`config.mk`:
```
export PLATFORM = sky130hd
export DESIGN_NAME = receive_engine
export DESIGN_NICKNAME = d
export VERILOG_FILES = /design/src/rtl/receive_engine.sv
export SDC_FILE = /design/constraint.sdc
export NUM_CORES = 1
export LEC_CHECK = 0
export CORE_AREA = 5 5 104 155
export DETAILED_ROUTE_END_ITERATION = 8
export DIE_AREA = 0 0 109 160
export MAX_ROUTING_LAYER = met4
export SETUP_SLACK_MARGIN = 0.15
export SLEW_MARGIN = 25
export SYNTH_ARGS = -nofsm -noshare
export SYNTH_HDL_FRONTEND = slang
export SYNTH_SLANG_ARGS = --single-unit
```
`constraint.sdc`:
```
create_clock -name clk -period 3.9 [get_ports clk]
set_input_delay 0.78 -clock clk [delete_from_list [all_inputs] [get_ports clk]]
set_output_delay 0.78 -clock clk [all_outputs]
set_load 0.01 [all_outputs]
```
`src/rtl/receive_engine.sv`:
```
// rtl/receive_engine.sv - UART receiver: synchronized Rx, start/data/parity/stop framing, RxRDY/PERR/FERR/OVF.
// Optional RX_MAJORITY_EN: each sample is a 3-clock majority vote instead of a single clock.
module receive_engine #(
  parameter int SYNC_STAGES = 2
) (
  input  logic       clk,
  input  logic       rst,
  input  logic       Rx,
  input  logic       EIGHT,
  input  logic       PEN,
  input  logic       OHEL,
  input  logic [3:0] BAUD,
  input  logic       read,
  output logic [7:0] rdata,
  output logic       RxRDY,
  output logic       PERR,
  output logic       FERR,
  output logic       OVF
);

  typedef enum logic [1:0] {IDLE, START, DATA, DONE} state_t;

  function automatic logic [18:0] bit_time(input logic [3:0] b);
    case (b)
      4'd0:    bit_time = 19'd333333;
      4'd1:    bit_time = 19'd83333;
      4'd2:    bit_time = 19'd41667;
      4'd3:    bit_time = 19'd20833;
      4'd4:    bit_time = 19'd10417;
      4'd5:    bit_time = 19'd5208;
      4'd6:    bit_time = 19'd2604;
      4'd7:    bit_time = 19'd1736;
      4'd8:    bit_time = 19'd868;
      4'd9:    bit_time = 19'd434;
      4'd10:   bit_time = 19'd217;
      default: bit_time = 19'd109;
    endcase
  endfunction

  logic [SYNC_STAGES-1:0] sync_q;
  logic                   rx_s;
  logic                   rx_d1;
  logic                   sample_bit;

  state_t      state;
  logic [18:0] cnt;
  logic [18:0] k_r;
  logic [3:0]  bit_cnt;
  logic [10:0] shreg;
  logic        eight_r;
  logic        pen_r;
  logic        ohel_r;

  logic [3:0]  n_bits;
  logic [10:0] frame_bits;
  logic [7:0]  data_byte;
  logic        par_bit;
  logic        stop_bit;
  logic        perr_calc;
  logic [18:0] half_m1;

  always_ff @(posedge clk or negedge rst) begin
    if (!rst) begin
      sync_q <= '1;
      rx_d1  <= 1'b1;
    end else begin
      sync_q <= {sync_q[SYNC_STAGES-2:0], Rx};
      rx_d1  <= rx_s;
    end
  end

  assign rx_s = sync_q[SYNC_STAGES-1];

  // Sample point is rx_d1 in both builds so latency does not depend on the vote.
`ifdef RX_MAJORITY_EN
  logic rx_d2;

  always_ff @(posedge clk or negedge rst) begin
    if (!rst) rx_d2 <= 1'b1;
    else      rx_d2 <= rx_d1;
  end

  assign sample_bit = (rx_d2 & rx_d1) | (rx_d1 & rx_s) | (rx_d2 & rx_s);
`else
  assign sample_bit = rx_d1;
`endif

  assign n_bits     = 4'd8 + {3'b000, eight_r} + {3'b000, pen_r};
  assign half_m1    = (k_r >> 1) - 19'd1;
  // The first line bit entered at the top; shift it down to bit 0.
  assign frame_bits = shreg >> (4'd11 - n_bits);
  assign data_byte  = {eight_r & frame_bits[7], frame_bits[6:0]};
  assign par_bit    = frame_bits[eight_r ? 4'd8 : 4'd7];
  assign stop_bit   = frame_bits[n_bits - 4'd1];
  assign perr_calc  = pen_r & ((^data_byte ^ par_bit) != ohel_r);

  always_ff @(posedge clk or negedge rst) begin
    if (!rst) begin
      state   <= IDLE;
      cnt     <= '0;
      k_r     <= 19'd109;
      bit_cnt <= '0;
      shreg   <= '0;
      eight_r <= 1'b0;
      pen_r   <= 1'b0;
      ohel_r  <= 1'b0;
      rdata   <= '0;
      RxRDY   <= 1'b0;
      PERR    <= 1'b0;
      FERR    <= 1'b0;
      OVF     <= 1'b0;
    end else begin
      case (state)
        IDLE: begin
          if (rx_d1 && !rx_s) begin
            state   <= START;
            cnt     <= '0;
            k_r     <= bit_time(BAUD);
            eight_r <= EIGHT;
            pen_r   <= PEN;
            ohel_r  <= OHEL;
          end
        end
        START: begin
          if (cnt == half_m1) begin
            cnt     <= '0;
            bit_cnt <= '0;
            state   <= sample_bit ? IDLE : DATA;
          end else begin
            cnt <= cnt + 19'd1;
          end
        end
        DATA: begin
          if (cnt == k_r - 19'd1) begin
            cnt     <= '0;
            shreg   <= {sample_bit, shreg[10:1]};
            bit_cnt <= bit_cnt + 4'd1;
            if (bit_cnt + 4'd1 == n_bits) state <= DONE;
          end else begin
            cnt <= cnt + 19'd1;
          end
        end
        DONE: begin
          rdata <= data_byte;
          PERR  <= perr_calc;
          FERR  <= ~stop_bit;
          state <= IDLE;
        end
        default: state <= IDLE;
      endcase

      RxRDY <= (state == DONE) | (RxRDY & ~read);
      OVF   <= ((state == DONE) & RxRDY & ~read) | (OVF & ~read);
    end
  end

endmodule
```
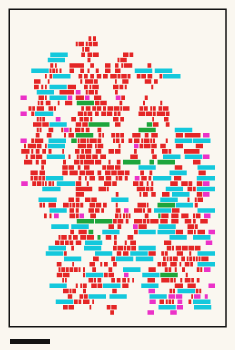
**Above:** run 1 (placed cells, one colour a class).
The bar under the picture is 20 µm long.
Key: remaining buffers and delay cells = magenta [cells 36]; registers = cyan [cells 72]; clock drivers and dummy loads = green [cells 16]; remaining logic cells = red [cells 520]

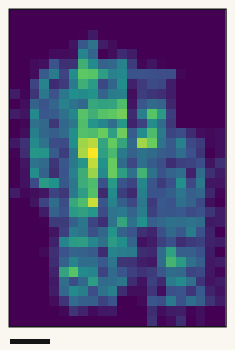
**Above:** run 1 (wire density map).
The bar under the picture is 20 µm long. The die is cut into 22 by 32 equal tiles; dark purple is low, yellow is high, scaled to the fullest tile. Values are wire area over tile area, all layers added.
The fullest tile reaches 0.67. The emptiest ninth of the die: top right. 11% of the tiles are over half the peak. The mean over all tiles is 0.14. The densest ninth of the die: middle. 32% of the tiles are nearly empty.
per-cell routed wire length: 18.0 µm
Total GRT Usage: 18.6%
overall routed net length: 15200 µm
vias after detailed routing: 4825

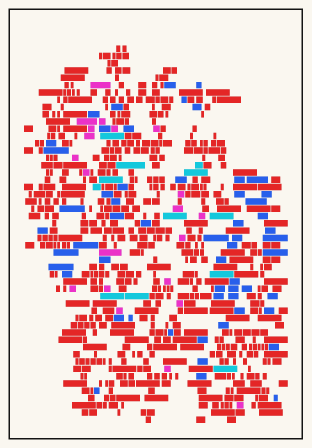
**Above:** run 1 (drive-strength map).
Key: x6 and larger = cyan [cells 12, share 1.9%]; x3 and x4 = magenta [cells 21, share 3.3%]; x1 and smaller = red [cells 555, share 86%]; x2 = blue [cells 56, share 8.7%]

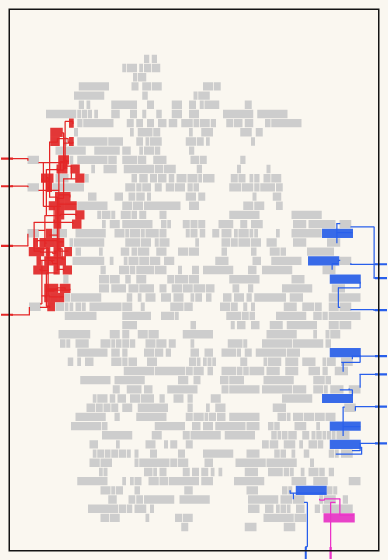
**Above:** run 1 (wires at chosen ports, followed through buffers).
Key: BAUD = red [direction input, edge left, end cells 42, buffers 4, wire 387 µm]; FERR = magenta [direction output, edge bottom, end cells 1, buffers 1, wire 30.7 µm]; rdata = blue [direction output, edge 7 right, 1 bottom, end cells 8, buffers 8, wire 170 µm]

==> flow.log, run 1 <==
[report] extracting results
[metrics] result of the run: completed
[metrics] horizontal die dimension: 109 µm
[metrics] DRT antenna net count: 0
[metrics] setup TNS: 0 ns
[metrics] synthesized area per cell: 8.82 µm²
[metrics] share of the core filled by cells before placement: 39.2%
[metrics] Clock power frac: 20.2%
[metrics] Ant. Diodes: 0
[metrics] kind of end point of the critical path: flop
[metrics] initial antenna violation count: 0
[metrics] worst setup slack for register-to-register paths: 0.31 ns
[metrics] Setup Slack @ Placement: 0.365 ns
[metrics] largest voltage drop on the vdd net: 0.307 mV
[metrics] total power draw: 4.11 mW
[metrics] clock edge transition at the registers on the reported setup and hold paths: 0.06 ns
[metrics] max reg flops: 19
[metrics] prevailing post-synth register cell: sky130_fd_sc_hd__dfrtp_1
[metrics] Adder Area Share: 3.95%
[metrics] transition time at the pin with the least slew margin: 0.799 ns
[metrics] fraction of registers with async set/reset: 100%
[metrics] Pre-Repair DR Iteration Count: 5
[metrics] Min-Delay Path Class: reg2reg
[metrics] number of input and output port buffers inserted: 22
[metrics] Root Driver: sky130_fd_sc_hd__clkbuf_16
[metrics] number of core rows: 54
run 1: final cells by class:
class	count	area, µm²	area share [%]
Sequential cell	72	1810	28.7
Clock inverter	6	67.6	1.07
Inverter	25	93.8	1.48
Multi-Input combinational cell	495	3550	56.2
Clock buffer	10	229	3.62
Timing Repair Buffer	36	320	5.07
Tap cell	196	245	3.88
run 1: how the worst min path moves through the flow:
stage / end / slack (ns) / cells after the start
6_report: sync_q[1]$_DFF_PN1_ / 0.36 / 0
5_1_grt: sync_q[1]$_DFF_PN1_ / 0.36 / 0
4_1_cts: sync_q[1]$_DFF_PN1_ / 0.36 / 0
3_5_place_dp: sync_q[1]$_DFF_PN1_ / 0.35 / 0
3_3_place_gp: sync_q[1]$_DFF_PN1_ / 0.35 / 0
2_1_floorplan: sync_q[1]$_DFF_PN1_ / 0.35 / 0
run 1: per-layer routing:
layer / routed length, µm / up-vias / track usage [%]
li1: - / 2338 / -
met1: 5670 / 2331 / 18.9
met2: 8270 / 114 / 33.4
met3: 452 / 42 / 2.79
met4: 759 / 0 / 10.4
met5: 0 / - / -
run 1: cells in the mapped netlist, types with 4 or more instances:
master                     number  area share [%]
sky130_fd_sc_hd__a211oi_1       7            0.92
sky130_fd_sc_hd__mux2i_1       14             2.5
sky130_fd_sc_hd__buf_6          5            0.99
sky130_fd_sc_hd__nor3b_1        5            0.66
sky130_fd_sc_hd__inv_1         25             1.6
sky130_fd_sc_hd__xor2_1        20             3.1
sky130_fd_sc_hd__dfrtp_1       64              28
sky130_fd_sc_hd__nand2_1       61             4.0
sky130_fd_sc_hd__nor2b_1        8            0.88
sky130_fd_sc_hd__xnor2_1       29             4.5
sky130_fd_sc_hd__nand3_1       20             1.8
sky130_fd_sc_hd__a31oi_1        5            0.55
sky130_fd_sc_hd__o22ai_1        5            0.55
sky130_fd_sc_hd__o31ai_1       11             1.4
sky130_fd_sc_hd__nor4_1         7            0.77
sky130_fd_sc_hd__nor2_1        30             2.0
sky130_fd_sc_hd__a21oi_1       25             2.2
sky130_fd_sc_hd__buf_1          4            0.26
sky130_fd_sc_hd__or2_2          4            0.44
sky130_fd_sc_hd__nor3_1        12             1.1
sky130_fd_sc_hd__and3_1        14             1.5
sky130_fd_sc_hd__nand4_1       12             1.3
sky130_fd_sc_hd__mux2_2        30             5.9
sky130_fd_sc_hd__nand3b_1       5            0.66
sky130_fd_sc_hd__o21ai_0       31             2.7
sky130_fd_sc_hd__nor4_2         4            0.88
sky130_fd_sc_hd__nand2b_1      22             2.4
sky130_fd_sc_hd__buf_2          5            0.44
sky130_fd_sc_hd__clkbuf_1      40             2.6
sky130_fd_sc_hd__a21o_1        12             1.6
sky130_fd_sc_hd__ha_1          18             4.0
sky130_fd_sc_hd__and4_1         5            0.77
sky130_fd_sc_hd__a221oi_1      12             1.8
sky130_fd_sc_hd__or3_1          5            0.55
sky130_fd_sc_hd__dfstp_2        8             3.7
sky130_fd_sc_hd__a22o_1         4            0.61
run 1: worst max-delay path, delay by kind of cell (launching register included):
family	cells	cell delay, ns
buffers and inverters	1	0.14
AND-OR/OR-AND	1	0.26
flip-flops	1	0.37
adder cells (fa/ha/maj)	1	0.28
AND/OR/NAND/NOR	7	2.49
## Run 2: what changed since run 1
- CORE_AREA: 5 5 104 155 -> 5 5 89 132
- DIE_AREA: 0 0 109 160 -> 0 0 94 137
- PLACE_DENSITY: default -> 0.76
- clock period: 3.9 -> 3 ns (I/O delays scaled with it)
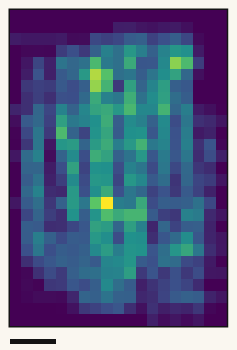
**Above:** run 2 (wire density map).
The bar under the picture is 20 µm long. The die is cut into 19 by 27 equal tiles; dark purple is low, yellow is high, scaled to the fullest tile. Values are wire area over tile area, all layers added.
13% of the tiles are over half the peak. The densest ninth of the die: middle. The mean over all tiles is 0.21. The fullest tile reaches 0.83. 19% of the tiles are nearly empty.

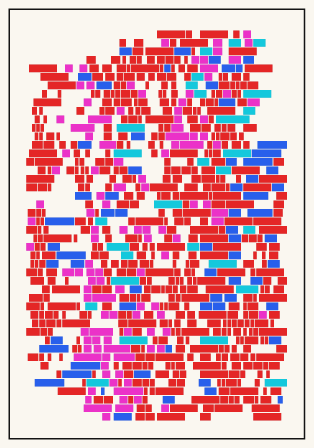
**Above:** run 2 (drive-strength map).
Key: x6 and larger = cyan [cells 28, share 3.8%]; x2 = blue [cells 64, share 8.7%]; x1 and smaller = red [cells 527, share 72%]; x3 and x4 = magenta [cells 113, share 15%]
Non-CTS buffers: 125
min setup slack post-route: -0.144 ns
post-route cell area: 7250 µm²
area growth from synthesis to final layout: 27.3%

==> run 2 against run 1 <==
  * The flow now finishes with violations (setup timing)
  * Sequential share of layout area decreased by 3.7 points
  * Sequential power increased by 18%
  * Critical path depth increased by 1
  * Critical path type unchanged
  * Flip-flop count unchanged
  * Largest power group unchanged
  * Highest routed layer unchanged
  * Register-to-register slack got worse by 0.45 ns
  * Non-clock buffer count increased by 89
  * Largest cell class unchanged
  * Setup slack got worse by 0.45 ns
==> flow.log, run 2 <==
[report] extracting results
[metrics] result of the run: finished, violations left
[metrics] failing checks: setup timing
[metrics] cell type with the largest total area: sky130_fd_sc_hd__dfrtp_1
[metrics] final setup violating endpoints: 20
[metrics] most frequent standard cell in the layout excluding fill and tap cells: sky130_fd_sc_hd__buf_4
[metrics] leakage: 3.19 nW
[metrics] fraction of registers with async set/reset: 100% (unchanged)
[metrics] prevailing post-synth register cell: sky130_fd_sc_hd__dfrtp_1
[metrics] min setup slack post-route: -0.144 ns
[metrics] share of the core filled by cells before placement: 54.4% (+15 points)
[metrics] largest voltage drop on the vdd net: 0.450 mV (+47%)
[metrics] Top cell area share: 28.1% (unchanged)
[metrics] overall routed net length: 16400 µm (+8.2%)
[metrics] Yosys reg bits: 72
[metrics] setup repair after global routing missed its margin: true
[metrics] Commonest cells post-synth: 64 x sky130_fd_sc_hd__dfrtp_1, 61 x sky130_fd_sc_hd__nand2_1, 40 x sky130_fd_sc_hd__clkbuf_1, 31 x sky130_fd_sc_hd__o21ai_0
[metrics] area of the multi-input gates: 3780 µm² (+6.4%)
[metrics] transition time at the pin with the least slew margin: 0.789 ns (-0.00985 ns)
[metrics] register area: 1810 µm² (about the same)
[metrics] dominant cells by area after synthesis: sky130_fd_sc_hd__dfrtp_1 28%, sky130_fd_sc_hd__mux2_2 5.9%, sky130_fd_sc_hd__xnor2_1 4.5%
[metrics] initial antenna violation count: 0 (unchanged)
[metrics] DRT antenna net count: 0 (unchanged)
[metrics] per-cell routed wire length: 18.7 µm (+3.8%)
[metrics] total number of yosys warnings: 0
[metrics] Root Driver: sky130_fd_sc_hd__clkbuf_16
[metrics] kind of end point of the critical path: flop
[metrics] setup TNS: -0.530 ns (-0.530 ns)
[metrics] Pre-Repair DR Iteration Count: 7 (+2)
[metrics] worst setup slack for register-to-register paths: -0.14 ns (-0.45 ns)
[metrics] Final #Nets: 757
[metrics] synthesized area per cell: 8.82 µm² (unchanged)
[metrics] Total GRT Usage: 27.5% (+8.9 points)
[metrics] Min-Delay Path Class: in2async
[metrics] horizontal die dimension: 94 µm (-14%)
[metrics] vias after detailed routing: 5374 (+11%)
[metrics] most frequently used cell type in the post-synthesis netlist: sky130_fd_sc_hd__dfrtp_1
[metrics] number of core rows: 46 (-15%)
[metrics] Setup Slack @ Placement: -0.150 ns (-0.515 ns)
[metrics] number of input and output port buffers inserted: 22 (unchanged)
[metrics] total power draw: 6.66 mW (+62%)
[metrics] Ant. Diodes: 0 (unchanged)
[metrics] clock edge transition at the registers on the reported setup and hold paths: 0.06 ns (about the same)
-- run 2: cell count changes in the layout (fill, tap and decap cells not counted), sizes merged --
cell	before	now
clkinv	1	2
clkbuf	10	11
clkinvlp	2	1
buf	15	104
inv	27	25
-- run 2: power by group --
part	internal, mW	switching [mW]
Clock	0.666	0.441
Combinational	1.96	2.19
Sequential	1.18	0.227
-- run 2: kinds of logic (layout without fill, tap and decap cells) --
logic type	after synthesis	after routing	share of synthesized area, %
xor+xnor	49	49	7.53
compound gates	149	149	18.3
buf+inv	79	165	5.97
mux	46	46	9.17
fa+ha+maj	18	18	3.95
flops	72	72	31.8
simple gates	233	233	23.3
-- run 2: worst max-delay path, delay by kind of cell, from the launching register on --
| kind | cells | cell delay, ns |
|---|---|---|
| simple gates | 6 | 1.54 |
| compound gates | 2 | 0.56 |
| buf+inv | 2 | 0.26 |
| flops | 1 | 0.56 |
| fa+ha+maj | 1 | 0.16 |
-- run 2: worst min path at each step --
stage,cells after the start,startpoint,slack [ns],endpoint
after floorplan,0,rst,0.30,FERR$_DFFE_PN0P_
after global placement,0,sync_q[0]$_DFF_PN1_,0.35,sync_q[1]$_DFF_PN1_
after detailed placement,0,sync_q[0]$_DFF_PN1_,0.35,sync_q[1]$_DFF_PN1_
after CTS,1,rst,0.36,rdata[7]$_DFFE_PN0P_
after global routing,0,sync_q[0]$_DFF_PN1_,0.37,sync_q[1]$_DFF_PN1_
final,1,rst,0.34,PERR$_DFFE_PN0P_
-- run 2: area by class of cell --
class                   instances  area share (%)
clock inverters                 4           0.759
flip-flops and latches         72            25.0
repair buffers                125            15.0
well taps                     144            2.48
multi-input cells             495            52.1
inverters                      25            1.33
clock buffers                  11            3.35
-- run 2: per-stage QoR --
stage               hold WS, ns  instances  util [%]
floorplan                 0.304        646         -
detailed placement        0.348        835      62.4
finish                    0.337        876      69.3
global route              0.367        876      69.3
CTS                       0.358        874      68.5
global placement          0.350        835      62.4
-- run 2: routing by layer --
layer	share of wire, %	track usage, %	wire, µm	vias to the layer above
met3	4.0	4.13	655	76
met1	36	26.7	5840	2591
met2	55	50.7	8960	197
met5	0	-	0	-
met4	5.8	16.4	945	0
li1	-	-	-	2510
-- run 2: timing repair --
action | CTS | global route
setup endpoints to repair | 36 | 36
pin swaps | 18 | 9
gates cloned | 2 | 0
resized | 40 | 11
setup buffers | 22 | 2
**Run 2: wires at chosen ports, followed through buffers**

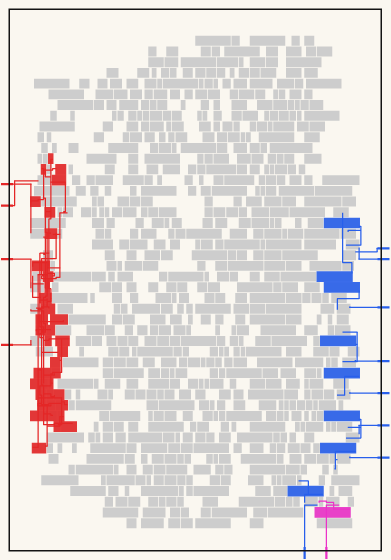

## Run 3: what changed since run 2
- TNS_END_PERCENT: default -> 10
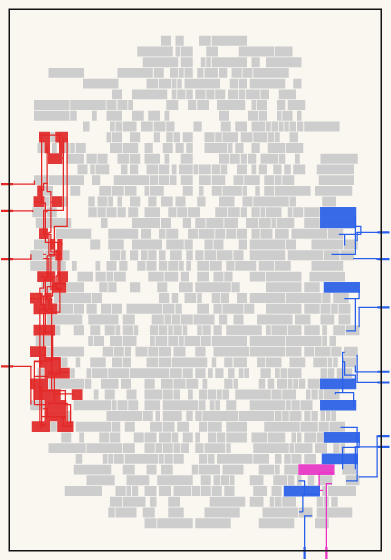
**Above:** run 3 (wires at chosen ports, followed through buffers).
Key: FERR = magenta [direction output, edge bottom, end cells 1, buffers 1, wire 26.9 µm]; BAUD = red [direction input, edge left, end cells 42, buffers 8, wire 485 µm]; rdata = blue [direction output, edge 7 right, 1 bottom, end cells 8, buffers 8, wire 197 µm]
I/O pin count: 23
number of input and output port buffers inserted: 22

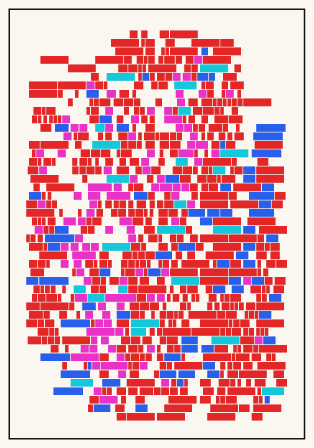
**Above:** run 3 (drive-strength map).
Key: x3 and x4 = magenta [cells 101, share 14%]; x1 and smaller = red [cells 531, share 73%]; x6 and larger = cyan [cells 23, share 3.2%]; x2 = blue [cells 68, share 9.4%]

==> run 3 against run 2 <==
  * The run still ends with setup timing left
  * Routed wire length fell by 1.4%
  * Clock-buffer cell count unchanged
  * Core utilization down 1.5 points
  * Power down 4.5%
  * Synthesized cell count is the same
  * Combinational power down 5.3%
  * Fmax decreased by 0.76%
  * Final cell count shrank 1.0%
  * Register-to-register slack worse by 0.02 ns
  * Sequential power about the same
  * Worst hold slack worse by 0.065 ns
  * Via count decreased by 0.84%
==> flow.log, run 3 <==
[report] extracting results
[metrics] setup repair after global routing missed its margin: true
[metrics] most frequently used cell type in the post-synthesis netlist: sky130_fd_sc_hd__dfrtp_1
[metrics] DRT antenna net count: 0 (unchanged)
[metrics] most frequent standard cell in the layout excluding fill and tap cells: sky130_fd_sc_hd__buf_4
[metrics] initial antenna violation count: 0 (unchanged)
[metrics] horizontal die dimension: 94 µm (unchanged)
[metrics] Total GRT Usage: 26.6% (-0.90 points)
[metrics] final core utilization: 67.7% (-1.5 points)
[metrics] met2 routing resource usage after global routing: 47.5% (-3.2 points)
[metrics] share of the core filled by cells before placement: 54.4% (unchanged)
[metrics] result of the run: finished, violations left
[metrics] final standard cell count with taps included and fillers excluded: 867 (-1.0%)
[metrics] relative contribution of sequential cells to total power: 21.9% (+0.8 points)
[metrics] GR met1 Demand/Resource: 25.3% (-1.3 points)
[metrics] Pre-Repair DR Iteration Count: 6 (-1)
[metrics] number of instances in the placed design: 831 (-0.48%)
[metrics] synthesized area per cell: 8.82 µm² (unchanged)
[metrics] met3 capacity usage during global routing: 3.74% (-0.39 points)
[metrics] Min-Delay Path Class: in2async
[metrics] final setup violating endpoints: 35 (+75%)
[metrics] Top cell area share: 28.1% (unchanged)
[metrics] failing checks: setup timing
[metrics] worst slack on hold paths: 0.272 ns (-0.0649 ns)
[metrics] overall routed net length: 16200 µm (-1.4%)
[metrics] Ant. Diodes: 0 (unchanged)
[metrics] vias after detailed routing: 5329 (-0.84%)
[metrics] setup TNS: -3.04 ns (-2.51 ns)
[metrics] clock edge transition at the registers on the reported setup and hold paths: 0.07 ns (about the same)
[metrics] largest voltage drop on the vdd net: 0.517 mV (+15%)
[metrics] global-route layer with the greatest usage: met2
[metrics] Clock power frac: 16.3% (-0.3 points)
[metrics] prevailing post-synth register cell: sky130_fd_sc_hd__dfrtp_1
[metrics] per-cell routed wire length: 18.6 µm (-0.42%)
[metrics] min setup slack post-route: -0.168 ns (-0.0241 ns)
[metrics] transition time at the pin with the least slew margin: 0.591 ns (-0.198 ns)
[metrics] total number of yosys warnings: 0 (unchanged)
[metrics] switching power as a share of total power: 43.6% (+0.76 points)
[metrics] sw power: 2.77 mW (-2.8%)
[metrics] Yosys reg bits: 72 (unchanged)
[metrics] dominant cells by area after synthesis: sky130_fd_sc_hd__dfrtp_1 28%, sky130_fd_sc_hd__mux2_2 5.9%, sky130_fd_sc_hd__xnor2_1 4.5%
[metrics] Final #Nets: 747 (-1.3%)
[metrics] Root Driver: sky130_fd_sc_hd__clkbuf_16
[metrics] post-route cell area: 7100 µm² (-2.2%)
[metrics] Internal Pwr Total: 3.58 mW (-5.8%)
[run 3: cell types whose count changed in the layout (fill, tap and decap cells not counted), sizes merged]
cell / change
buf: -11
bufinv: -1
clkbuf: +1
inv: +2
[run 3: critical path, stage by stage (launching register included)]
cell and delay [ns]:
sky130_fd_sc_hd__dfrtp_1 0.41, sky130_fd_sc_hd__inv_4 0.09, sky130_fd_sc_hd__ha_4 0.13, sky130_fd_sc_hd__nor4b_4 0.30
sky130_fd_sc_hd__buf_4 0.18, sky130_fd_sc_hd__and4_1 0.22, sky130_fd_sc_hd__o2111a_1 0.24, sky130_fd_sc_hd__o2111a_1 0.22
sky130_fd_sc_hd__nand4b_1 0.17, sky130_fd_sc_hd__or4b_4 0.58, sky130_fd_sc_hd__or4b_1 0.47, sky130_fd_sc_hd__nand3b_1 0.09
[run 3: area by class of cell]
type,count,area (µm²)
multi-input cells,495,3720
flip-flops and latches,72,1810
clock inverters,5,38.8
well taps,144,180
inverters,25,96.3
repair buffers,115,1010
fillers,840,3380
clock buffers,11,243
[run 3: power by group through the flow]
stage / clock [mW] / sequential (mW) / combinational, mW
after floorplan: 0 / 1.35 / 2.28
after global placement: 0 / 1.39 / 3.40
after detailed placement: 0 / 1.40 / 3.48
after CTS: 1.05 / 1.39 / 3.67
after global routing: 1.10 / 1.42 / 4.22
final: 1.04 / 1.39 / 3.93
[run 3: through the flow]
stage               setup slack (ns)  power [mW]
finish                        -0.168        6.36
global route                  -0.361        6.75
CTS                           -0.190        6.12
detailed placement            -0.194        4.88
floorplan                    -0.0342        3.63
global placement              -0.111        4.79
[run 3: final timing paths]
check | from | to | slack, ns | depth (start not counted)
max reg2reg | k_r[1]$_DFFE_PN0P_ | bit_cnt[3]$_DFFE_PN0P_ | -0.17 | 11
max in group asynchronous | rst | k_r[6]$_DFFE_PN1P_ | 2.39 | 2
max | k_r[1]$_DFFE_PN0P_ | bit_cnt[3]$_DFFE_PN0P_ | -0.17 | 11
min | rst | rdata[7]$_DFFE_PN0P_ | 0.27 | 2
min reg2reg | sync_q[0]$_DFF_PN1_ | sync_q[1]$_DFF_PN1_ | 0.36 | 0
min in group clk | sync_q[0]$_DFF_PN1_ | sync_q[1]$_DFF_PN1_ | 0.36 | 0
[run 3: kinds of logic (layout without fill, tap and decap cells)]
logic type	count (synthesis)	after routing	synth area share (%)
AOI/OAI and AO/OA	149	149	18.3
xor gates and xnor gates	49	49	7.53
adders and majority gates	18	18	3.95
buffers and inverters	79	156	5.97
DFF	72	72	31.8
muxes	46	46	9.17
and+or+nand+nor	233	233	23.3
[run 3: timing repair]
item / CTS / global route
resized: 20 / 17
hold buffers: 0 / 0
cloned: 0 / 2
pin swaps: 12 / 11
endpoints found under the setup margin: 35 / 36
buffers inserted: 8 / 10
[run 3: metal layers]
layer  vias up  share of wire, %
met1      2538                35
met3        97               3.6
met2       203                53
met4         0               8.8
li1       2491                 -
met5         -                 0
Power and IR drop assume default switching activity.
